--- config.mk ---
export PLATFORM = sky130hd
export DESIGN_NAME = id_issue_queue
export DESIGN_NICKNAME = d
export VERILOG_FILES = /design/src/rtl/id_issue_queue.sv
export SDC_FILE = /design/constraint.sdc
export NUM_CORES = 1
export LEC_CHECK = 0
export CELL_PAD_IN_SITES_DETAIL_PLACEMENT = 0
export CELL_PAD_IN_SITES_GLOBAL_PLACEMENT = 1
export CORE_ASPECT_RATIO = 1.5
export CORE_MARGIN = 5
export CORE_UTILIZATION = 45
export CTS_BUF_LIST = sky130_fd_sc_hd__clkbuf_4 sky130_fd_sc_hd__clkbuf_8
export DETAILED_ROUTE_END_ITERATION = 8
export PLACE_DENSITY_LB_ADDON = 0.05
export SLEW_MARGIN = 20
export SYNTH_ARGS = -nofsm -noshare
export SYNTH_HDL_FRONTEND = slang
export SYNTH_SLANG_ARGS = --single-unit
--- constraint.sdc ---
create_clock -name clk -period 4.41 [get_ports clk]
set_input_delay 0.882 -clock clk [delete_from_list [all_inputs] [get_ports clk]]
set_output_delay 0.882 -clock clk [all_outputs]
set_load 0.005 [all_outputs]
--- src/rtl/id_issue_queue.sv ---
// -----------------------------------------------------------------------------
// id_issue_queue
//   Decode/issue buffer between the IF stage and the ID/EX boundary. Fetched
//   instructions are held in a DEPTH-entry FIFO. The head instruction is
//   pre-decoded for its source and destination GPRs. A per-register load
//   scoreboard holds the head while one of its sources waits on a load that
//   is still in flight.
//
//   Ports
//     clk           : clock, all state updates on the rising edge
//     rst           : synchronous reset, active-low
//     flush         : empties the FIFO (scoreboard is kept)
//     in_valid/in_ready, in_addr, in_inst, in_delayslot : push side from IF
//     out_valid/out_ready, out_addr, out_inst, out_delayslot : head to ID/EX
//     out_rs_en, out_rt_en      : head reads rs / rt
//     out_wr_en, out_wr_addr    : head writes a GPR (never r0) and which one
//     out_is_load               : head is a load
//     stall_hazard              : head present but blocked by the scoreboard
//     count                     : number of occupied entries
// -----------------------------------------------------------------------------
module id_issue_queue #(
    parameter int ADDR_WIDTH = 32,
    parameter int INST_WIDTH = 32,
    parameter int DEPTH      = 4,
    parameter int LOAD_LAT   = 2
) (
    input  logic                    clk,
    input  logic                    rst,
    input  logic                    flush,
    input  logic                    in_valid,
    output logic                    in_ready,
    input  logic [ADDR_WIDTH-1:0]   in_addr,
    input  logic [INST_WIDTH-1:0]   in_inst,
    input  logic                    in_delayslot,
    output logic                    out_valid,
    input  logic                    out_ready,
    output logic [ADDR_WIDTH-1:0]   out_addr,
    output logic [INST_WIDTH-1:0]   out_inst,
    output logic                    out_delayslot,
    output logic                    out_rs_en,
    output logic                    out_rt_en,
    output logic                    out_wr_en,
    output logic [4:0]              out_wr_addr,
    output logic                    out_is_load,
    output logic                    stall_hazard,
    output logic [$clog2(DEPTH):0]  count
);

    localparam int PTR_W = $clog2(DEPTH);
    localparam int CNT_W = PTR_W + 1;

    logic [ADDR_WIDTH-1:0] addr_mem_q [DEPTH];
    logic [INST_WIDTH-1:0] inst_mem_q [DEPTH];
    logic                  ds_mem_q   [DEPTH];

    logic [PTR_W-1:0] wr_ptr_q, wr_ptr_d;
    logic [PTR_W-1:0] rd_ptr_q, rd_ptr_d;
    logic [CNT_W-1:0] count_q, count_d;
    logic [2:0]       sb_q [32];
    logic [2:0]       sb_d [32];

    logic [INST_WIDTH-1:0] head_inst_s;
    logic [5:0] op_s, funct_s;
    logic [4:0] rs_s, rt_s, rd_s, wa_s;
    logic       rs_en_s, rt_en_s, wr_s, wr_en_s, is_load_s;
    logic       head_valid_s, hazard_s, push_s, pop_s, sb_set_s;

    assign head_inst_s = inst_mem_q[rd_ptr_q];
    assign op_s        = head_inst_s[31:26];
    assign rs_s        = head_inst_s[25:21];
    assign rt_s        = head_inst_s[20:16];
    assign rd_s        = head_inst_s[15:11];
    assign funct_s     = head_inst_s[5:0];

    // Pre-decode of the head instruction: which GPRs it reads and writes.
    always_comb begin
        rs_en_s   = 1'b0;
        rt_en_s   = 1'b0;
        wr_s      = 1'b0;
        wa_s      = 5'd0;
        is_load_s = 1'b0;
        casez (op_s)
            6'b000000: begin
                rs_en_s = 1'b1;
                rt_en_s = 1'b1;
                wr_s    = (funct_s != 6'h08);   // JR writes nothing
                wa_s    = rd_s;
            end
            6'b100???: begin
                rs_en_s   = 1'b1;
                wr_s      = 1'b1;
                wa_s      = rt_s;
                is_load_s = 1'b1;
            end
            6'b101???: begin
                rs_en_s = 1'b1;
                rt_en_s = 1'b1;
            end
            6'b001???: begin
                rs_en_s = (op_s != 6'h0F);      // LUI has no register source
                wr_s    = 1'b1;
                wa_s    = rt_s;
            end
            6'b00010?: begin
                rs_en_s = 1'b1;
                rt_en_s = 1'b1;
            end
            6'b00011?: begin
                rs_en_s = 1'b1;
            end
            6'b000001: begin
                rs_en_s = 1'b1;
                wr_s    = rt_s[4];              // the and-link REGIMM forms
                wa_s    = 5'd31;
            end
            6'b000011: begin
                wr_s = 1'b1;
                wa_s = 5'd31;
            end
            6'b010000: begin
                if (rs_s == 5'd0) begin
                    wr_s = 1'b1;
                    wa_s = rt_s;
                end else if (rs_s == 5'd4) begin
                    rt_en_s = 1'b1;
                end else begin
                    wr_s = 1'b0;
                end
            end
            default: begin
                wr_s = 1'b0;
            end
        endcase
    end

    assign wr_en_s      = wr_s && (wa_s != 5'd0);
    assign head_valid_s = (count_q != CNT_W'(0));
    assign hazard_s     = head_valid_s &&
                          ((rs_en_s && (sb_q[rs_s] != 3'd0)) ||
                           (rt_en_s && (sb_q[rt_s] != 3'd0)));
    assign in_ready     = (count_q != CNT_W'(DEPTH));
    assign push_s       = in_valid && in_ready;
    assign pop_s        = out_valid && out_ready;
    assign sb_set_s     = pop_s && !flush && is_load_s && wr_en_s;

    // Pointer and occupancy next state; flush discards both push and pop.
    always_comb begin
        wr_ptr_d = wr_ptr_q;
        rd_ptr_d = rd_ptr_q;
        count_d  = count_q;
        if (flush) begin
            wr_ptr_d = '0;
            rd_ptr_d = '0;
            count_d  = '0;
        end else begin
            if (push_s) begin
                wr_ptr_d = wr_ptr_q + PTR_W'(1);
            end else begin
                wr_ptr_d = wr_ptr_q;
            end
            if (pop_s) begin
                rd_ptr_d = rd_ptr_q + PTR_W'(1);
            end else begin
                rd_ptr_d = rd_ptr_q;
            end
            case ({push_s, pop_s})
                2'b10:   count_d = count_q + CNT_W'(1);
                2'b01:   count_d = count_q - CNT_W'(1);
                default: count_d = count_q;
            endcase
        end
    end

    // Scoreboard next state: count down every cycle, reload on load issue.
    always_comb begin
        for (int i = 0; i < 32; i++) begin
            if (sb_set_s && (wa_s == 5'(i))) begin
                sb_d[i] = 3'(LOAD_LAT);
            end else if (sb_q[i] != 3'd0) begin
                sb_d[i] = sb_q[i] - 3'd1;
            end else begin
                sb_d[i] = 3'd0;
            end
        end
    end

    // Control state registers with synchronous active-low reset.
    always_ff @(posedge clk) begin
        if (!rst) begin
            wr_ptr_q <= '0;
            rd_ptr_q <= '0;
            count_q  <= '0;
            for (int i = 0; i < 32; i++) begin
                sb_q[i] <= 3'd0;
            end
        end else begin
            wr_ptr_q <= wr_ptr_d;
            rd_ptr_q <= rd_ptr_d;
            count_q  <= count_d;
            for (int i = 0; i < 32; i++) begin
                sb_q[i] <= sb_d[i];
            end
        end
    end

    // FIFO payload storage; contents are only meaningful while counted.
    always_ff @(posedge clk) begin
        if (push_s && !flush) begin
            addr_mem_q[wr_ptr_q] <= in_addr;
            inst_mem_q[wr_ptr_q] <= in_inst;
            ds_mem_q[wr_ptr_q]   <= in_delayslot;
        end
    end

    assign out_valid     = head_valid_s && !hazard_s;
    assign stall_hazard  = hazard_s;
    assign out_addr      = addr_mem_q[rd_ptr_q];
    assign out_inst      = head_inst_s;
    assign out_delayslot = ds_mem_q[rd_ptr_q];
    assign out_rs_en     = rs_en_s;
    assign out_rt_en     = rt_en_s;
    assign out_wr_en     = wr_en_s;
    assign out_wr_addr   = wa_s;
    assign out_is_load   = is_load_s;
    assign count         = count_q;

endmodule

Figure 1. Clock network drawn from the DEF (run 1).
Scale: 2 px per um.
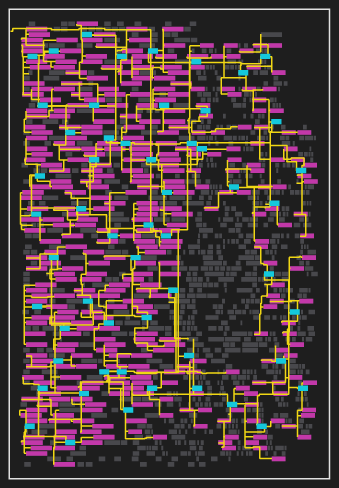
[yellow] clock wires | length: 4,630 um
[magenta] flip-flops | count: 365
[cyan] clock drivers | count: 55
routed clock nets: 56
flops lie: widely spread

Figure 2. Cell density map (run 1).
Scale: 1 px per um. 16 x 23 tiles, from black (low) to pale yellow (high), 0 to 100% covered.
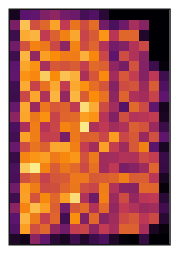
nearly empty tiles: 5.7%
tiles over 75% full: 13%
fullest tile: 96%
emptiest ninth of the die: north-east
core region area: 33,200 um^2
fin util: 56.6%
Floorplan Utilization: 45.3%

Figure 3. A small window of the routed layout (run 1).
Window x 67 to 92, y 104 to 129 um. Cells in gray, sequential cells in the stronger gray; small squares are vias.
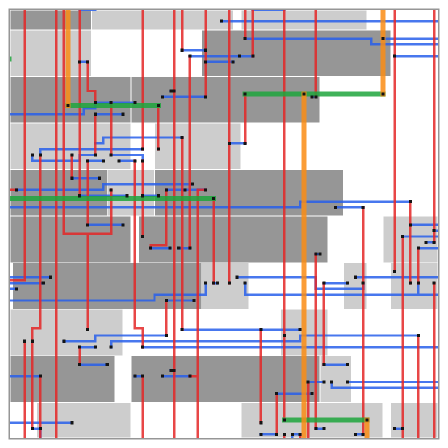
[red] metal 2
[blue] metal 1
[orange] metal 4
[green] metal 3
cells with their middle in the window: 23
netlist names of flops here include: inst_mem_q (10)
sequential cells in the window: 10
most frequent: edfxtp_1 (10), mux4_2 (3)

Figure 4. Placed cells, one color a class (run 1).
Scale: 1.5 px per um. Fill, decap, tap and diode cells in gray.
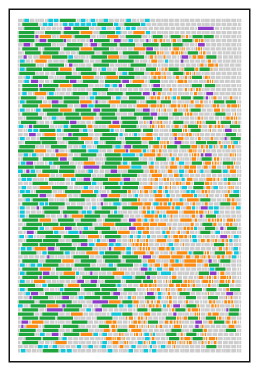
[orange] combinational and other logic | cells: 588 | share of their area: 28%
[green] flops | cells: 365 | share of their area: 54%
[cyan] other buffers and delay cells | cells: 221 | share of their area: 12%
[purple] clock drivers and dummy loads | cells: 101 | share of their area: 6.2%

==> impl.org, run 1 <==
#+TITLE: Flow metrics

** Final layout
- P&R area growth vs syn :: 25.1%
- Leaving out the clock tree, the finished layout contains an inverter count of roughly 50.
- Fraction of final layout cells with drive strength greater than 1 :: 22.3%
- After routing the design area is around 19,000 um^2.
- Multi-input logic gates represent a cell area share of ~26%.
- Footprint of the multi-input gates :: roughly 4900 um^2
- Register share of the cell area :: a little over half
- Ranking logic cells in the layout by count gives the top entries edfxtp_1, clkdlybuf4s50_1, dfxtp_1.

** Drt
- Detail Route Antenna Nets :: 0
- Total wirelength of the detailed-routed design :: about 36,000 um
- Highest Signal Layer :: met5
- Initial DRC count :: 407
- Pre-Repair DR Iteration Count :: 5

** Worst setup path
- Type of destination of the critical path :: output pin
- Following the worst setup path forward leads to its endpoint at out_wr_addr[4].

** Synthesis
- Adder-Cell Fraction of Synth Area :: about 3.2%
- Summed over all instances, the cell type with the most area after synthesis is edfxtp_1.
- Mapped Nets :: 1,097
- For this run, the number of Yosys warnings is 0.
- The synthesized design contains about 370 register bits.
- In the Yosys stats the netlist draws on between 60 and 70 distinct library cells.
- For reference, the top cells by count after synthesis are edfxtp_1, dfxtp_1, mux4_2.
- Per the synthesis report, the XOR/XNOR share of the synthesized area is 0.233%.

** Run status
- Run status :: completed

** Final timing
- The critical path in the final layout is reported with a setup slack of approximately 0.10 ns.
- Final critical delay including setup and external delays :: around 4.3 ns
- Setup violations remaining at the end of the flow were counted as 0.
- Final-report hold violation count :: 0
- In this build the clock could be raised as far as 232 MHz.

** Hold path
- Min-Delay Path Class :: reg2reg

** Place
- During placement, the flow inserted port buffers numbering 149.

** Job
- Count of maximum capacitance violations :: 0

** Global routing
- Global routing used ~35% of the available met2 tracks.
- Met1 Use GR :: 21.3%
- The number of antenna violations at the first check in global routing came to 3.

** CTS
- Once the clock tree was built, the resizer swapped 24 gates to a different size.
- TritonCTS built the clock tree.

** Pwr
- The group that draws the most power in this run is registers.
- VDD IR-drop max :: between 0.2 and 0.3 mV
- Power density over cell area :: around 440 nW/um^2
- Combinational logic is responsible for around 16% of the overall power.
- The leakage power in the latest report is around 0.0063 uW.

** Die
- 150 I/O pins were placed.
==> run 2: changes to the inputs <==
--- a/config.mk
+++ b/config.mk
@@ -5,12 +5,12 @@
 export SDC_FILE = /design/constraint.sdc
 export NUM_CORES = 1
 export LEC_CHECK = 0
+export ABC_CLOCK_PERIOD_IN_PS = 4410
 export CELL_PAD_IN_SITES_DETAIL_PLACEMENT = 0
 export CELL_PAD_IN_SITES_GLOBAL_PLACEMENT = 1
 export CORE_ASPECT_RATIO = 1.5
 export CORE_MARGIN = 5
 export CORE_UTILIZATION = 45
-export CTS_BUF_LIST = sky130_fd_sc_hd__clkbuf_4 sky130_fd_sc_hd__clkbuf_8
 export DETAILED_ROUTE_END_ITERATION = 8
 export PLACE_DENSITY_LB_ADDON = 0.05
 export SLEW_MARGIN = 20
Figure 5. Placed cells, one color a class (run 2).
Scale: 1.5 px per um. Fill, decap, tap and diode cells in gray.
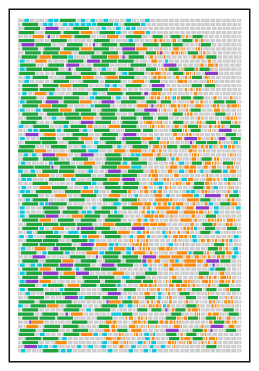
[green] flops | cells: 365 | share of their area: 55%
[purple] clock drivers and dummy loads | cells: 62 | share of their area: 6.1%
[cyan] other buffers and delay cells | cells: 204 | share of their area: 11%
[orange] combinational and other logic | cells: 588 | share of their area: 28%
count of standard-cell rows: 82
fin util: 55.9%
register share of the cell area: 53.4%
final design instance area without fill: 18,600 um^2

==> impl.org, run 2 <==
#+TITLE: Flow metrics

** Final layout
- Fraction of final layout cells with drive strength greater than 1 :: about 18%
- Top cell class by occupied area :: flip-flops and latches
- Most frequent logic cells in the routed design :: edfxtp_1, clkdlybuf4s50_1, dfxtp_1
- For this run, the script counts the antenna cells in the layout as 1.
- Between the synthesized netlist and the finished layout, the area growth was recorded as 23.5%.
- Count of multi-input combinational gates :: 538
- The area taken by sequential standard cells is reported as ~10000 um^2.
- In the final layout, multi-input gates take up 26.0% of the cell area.
- Count of sequential standard cells :: approximately 370
- Inverter count of the layout excluding clock inverters :: about 50
- Footprint of the multi-input gates :: approximately 4800 um^2

** Drt
- Pre-Repair DR Iteration Count :: 5
- Detail Route Antenna Nets :: 0
- The DRC violation total left in the routed layout is recorded as 0.
- The wire length recorded after detailed routing is 35,300 um.
- The violation tally recorded at the end of detailed-routing iteration 0 is approximately 360.
- Met3 wire length :: 1880 um
- Signal nets in the final route climb as high as met5.
- Using the TritonRoute via totals, the vias-per-cell ratio works out to 5.47.

** CTS
- CTS tree :: built
- Post CTS Setup Buffer Count :: 18
- Clk sink count :: approximately 370
- # resized after CTS :: 21
- Clock transition at the registers of the reported paths :: about 0.07 ns
- Number of buffers between clock root and the deepest sink :: 3
- Hold repair after CTS inserted 0 buffers.

** Final timing
- Hold-check failures listed in the final report amount to 0.
- The routed design could run at a clock period as short as about 4.3 ns.
- Final setup slack of the worst path :: between 0.1 and 0.15 ns
- For this run, the top clock speed supported by timing is roughly 230 MHz.
- Final setup violation count :: 0

** Synthesis
- Among all flip-flop cells after synthesis, the most frequent one is edfxtp_1.
- Proportion of synthesized chip area in sequential cells :: between 60% and 70%
- The cell-mix breakdown from Yosys lists the simple-gate area share as a little over a tenth.
- Avg Synthesized Cell Area :: 15.2 um^2
- Leading cell types by count after synthesis :: edfxtp_1, dfxtp_1, mux4_2
- Synth unique cells :: 62
- Synth warnings :: 0
- Summing the areas of all fa, ha and maj instances in the mapped netlist gives 3.21% of the synthesized area.
- The most frequently used library cell after synthesis is edfxtp_1.
- Of the total synthesized cell area, the portion taken by XOR and XNOR cells is less than 1%.
- In the Yosys report the total cell count is between 900 and 1k.
- When the netlist entered floorplanning its net count stood at 1,097.
- Flop and latch count out of synthesis :: 365
- Library cell with the largest summed area after synthesis :: edfxtp_1

** Global routing
- Pin count of the biggest net entering global routing :: 52
- For met2 alone, demand over resource in global routing was 35.0%.
- The global router reports that the layer with the highest usage is met2.
- Antenna violations before repair :: 3
- The first global-routing pass estimated ~54,000 um of wire.
- Met3 Track Usage GR :: under 10%
- Met1 Use GR :: between 20% and 30%

** Pwr
- The flow reported a cell area power density of 444 nW/um^2.
- The largest part of the power goes to registers.
- Combinational logic burns 15.7% of the power.
- Sw power :: a little over 2000 uW
- Sum of internal, switching and leakage power :: around 8300 uW
- VDD IR-drop max :: ~0.36 mV
- Static leakage :: 0.00609 uW

** Run status
- Run status :: completed

** Place
- Port buffer count :: ~150
- Worst slack after detailed placement :: 0.133 ns

** Die
- The floorplan step defined a core boundary enclosing between 30,000 and 40,000 um^2.
- Number of primary I/O pins :: ~150
- In the floorplan report the effective utilization is 45.3%.

** Worst setup path
- Crit path DAT :: 3.43 ns
- Critical-path cell with the highest stage delay :: mux4_2
- The worst setup path is captured at an output pin.
- Maximum single-stage delay on the critical path :: 0.62 ns
- Crit path capture :: out_valid
- Cell seen most often among critical-path stages :: mux4_2
- Kind of critical path :: reg2out
- For reference, the critical path cell chain is buf_6 -> mux4_2 -> inv_2 -> mux4_2 -> mux2i_1 -> o21ai_1 -> and4bb_2 -> or2_4 -> nor2_1 -> dlygate4sd2_1.

** Hold path
- The most critical min-delay path falls under reg2reg.
- Hold endpoint :: sb_q[0][0]
- The report gives the cell count of the worst hold path as 1.

** Job
- Across the run, the number of max-cap violations was 0.
Figure 6. Clock network drawn from the DEF (run 2).
Scale: 2 px per um.
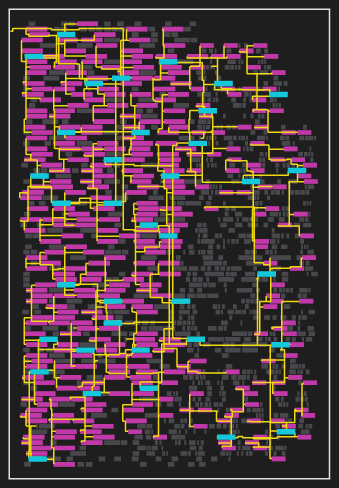
[yellow] clock wires | length: 4,280 um
[cyan] clock drivers | count: 36
[magenta] flip-flops | count: 365
routed clock nets: 37
flops lie: widely spread
clock share of power: 35.3%
clock-net power: 2920 uW
clock insertion delay at the later pin of the skew report: 0.53 ns
clk_skew: 0.0287 ns

==> run 3: changes to the inputs <==
--- a/config.mk
+++ b/config.mk
@@ -13,6 +13,7 @@
 export CORE_UTILIZATION = 45
 export DETAILED_ROUTE_END_ITERATION = 8
 export PLACE_DENSITY_LB_ADDON = 0.05
+export SKIP_CTS_REPAIR_TIMING = 1
 export SLEW_MARGIN = 20
 export SYNTH_ARGS = -nofsm -noshare
 export SYNTH_HDL_FRONTEND = slang
Figure 7. Cell density map (run 3).
Scale: 1 px per um. 16 x 23 tiles, from black (low) to pale yellow (high), 0 to 100% covered.
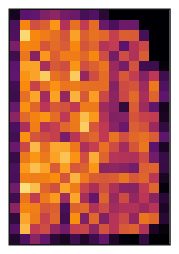
fin util: 56.1%

==> impl.org, run 3 <==
#+TITLE: Flow metrics

** Drt
- Total wirelength of the detailed-routed design :: about 35,000 um
- Vias/cell :: between 5 and 6
- Once iteration 0 of detailed routing completed, the report listed approximately 400 DRC markers.

** Worst setup path
- The worst setup path is of the reg2out kind.
- Crit path DAT :: around 3.6 ns
- Type of destination of the critical path :: output pin
- Crit path capture :: stall_hazard
- The slowest stage of the critical path is the mux4_2 cell.

** Global routing
- Entering global routing, the biggest net connects between 50 and 60 pins.
- Global routing consumed, on the met1 layer, between 20% and 30% of the routing resources.
- The number of antenna violations at the first check in global routing came to 3.
- On met2, the global router reports a usage of a little over a third.
- For this run, global-route usage on met3 was measured as 4.55%.

** Pwr
- Of the total power, combinational logic draws ~16%.
- Sw power :: 2070 uW
- Top pwr grp :: registers

** Synthesis
- Synth unique cells :: 62
- Proportion of synthesized chip area in sequential cells :: between 60% and 70%
- For this run the top cell type by instance count after synthesis was edfxtp_1.
- When the netlist entered floorplanning its net count stood at about 1.1k.
- Summing the areas of all xor and xnor instances in the mapped netlist gives less than 1% of the synthesized area.
- Flop and latch count out of synthesis :: about 370
- In the synthesized netlist, the cells that appear most often are edfxtp_1, dfxtp_1, mux4_2.
- Basic Gates by Area :: 10.4%
- Adder-Cell Fraction of Synth Area :: under 10%

** Final layout
- Registers take between 9000 and 10,000 um^2.
- Multi-input combinational cells in the finished layout were counted as approximately 540.
- Register share of the cell area :: between 50 and 60%
- The most common logic cells in the final layout are edfxtp_1, clkdlybuf4s50_1, dfxtp_1.
- Compared with the post-synthesis result, the final layout area differs by 23.9%.
- Fraction of standard cell area in multi-input logic :: roughly a quarter
- Inverter count of the layout excluding clock inverters :: around 50

** Die
- Floorplan Utilization :: between 40% and 50%
- The core region is ~33,000 um^2.

** Final timing
- Final-report hold violation count :: 0
- The final timing report gives a worst setup slack of -0.0781 ns.
- The last timing report of the flow puts the setup violation total at 1.

** Run status
- The run finished, with violations left.
- Failing checks :: negative setup slack

** CTS
- Clock insertion delay at the later pin of the skew report :: approximately 0.53 ns
- Clock transition at the registers of the reported paths :: 0.07 ns
Figure 8. Clock network drawn from the DEF (run 3).
Scale: 2 px per um.
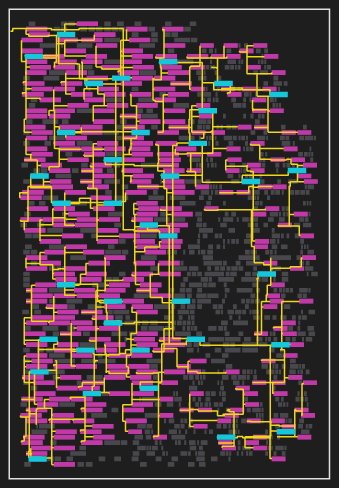
[cyan] clock drivers | count: 36
[magenta] flip-flops | count: 365
[yellow] clock wires | length: 4,320 um
flops lie: widely spread
clock share of power: 35.4%
clk_skew: 0.0267 ns

No activity file was given, so power comes from the tool's default toggle rates.
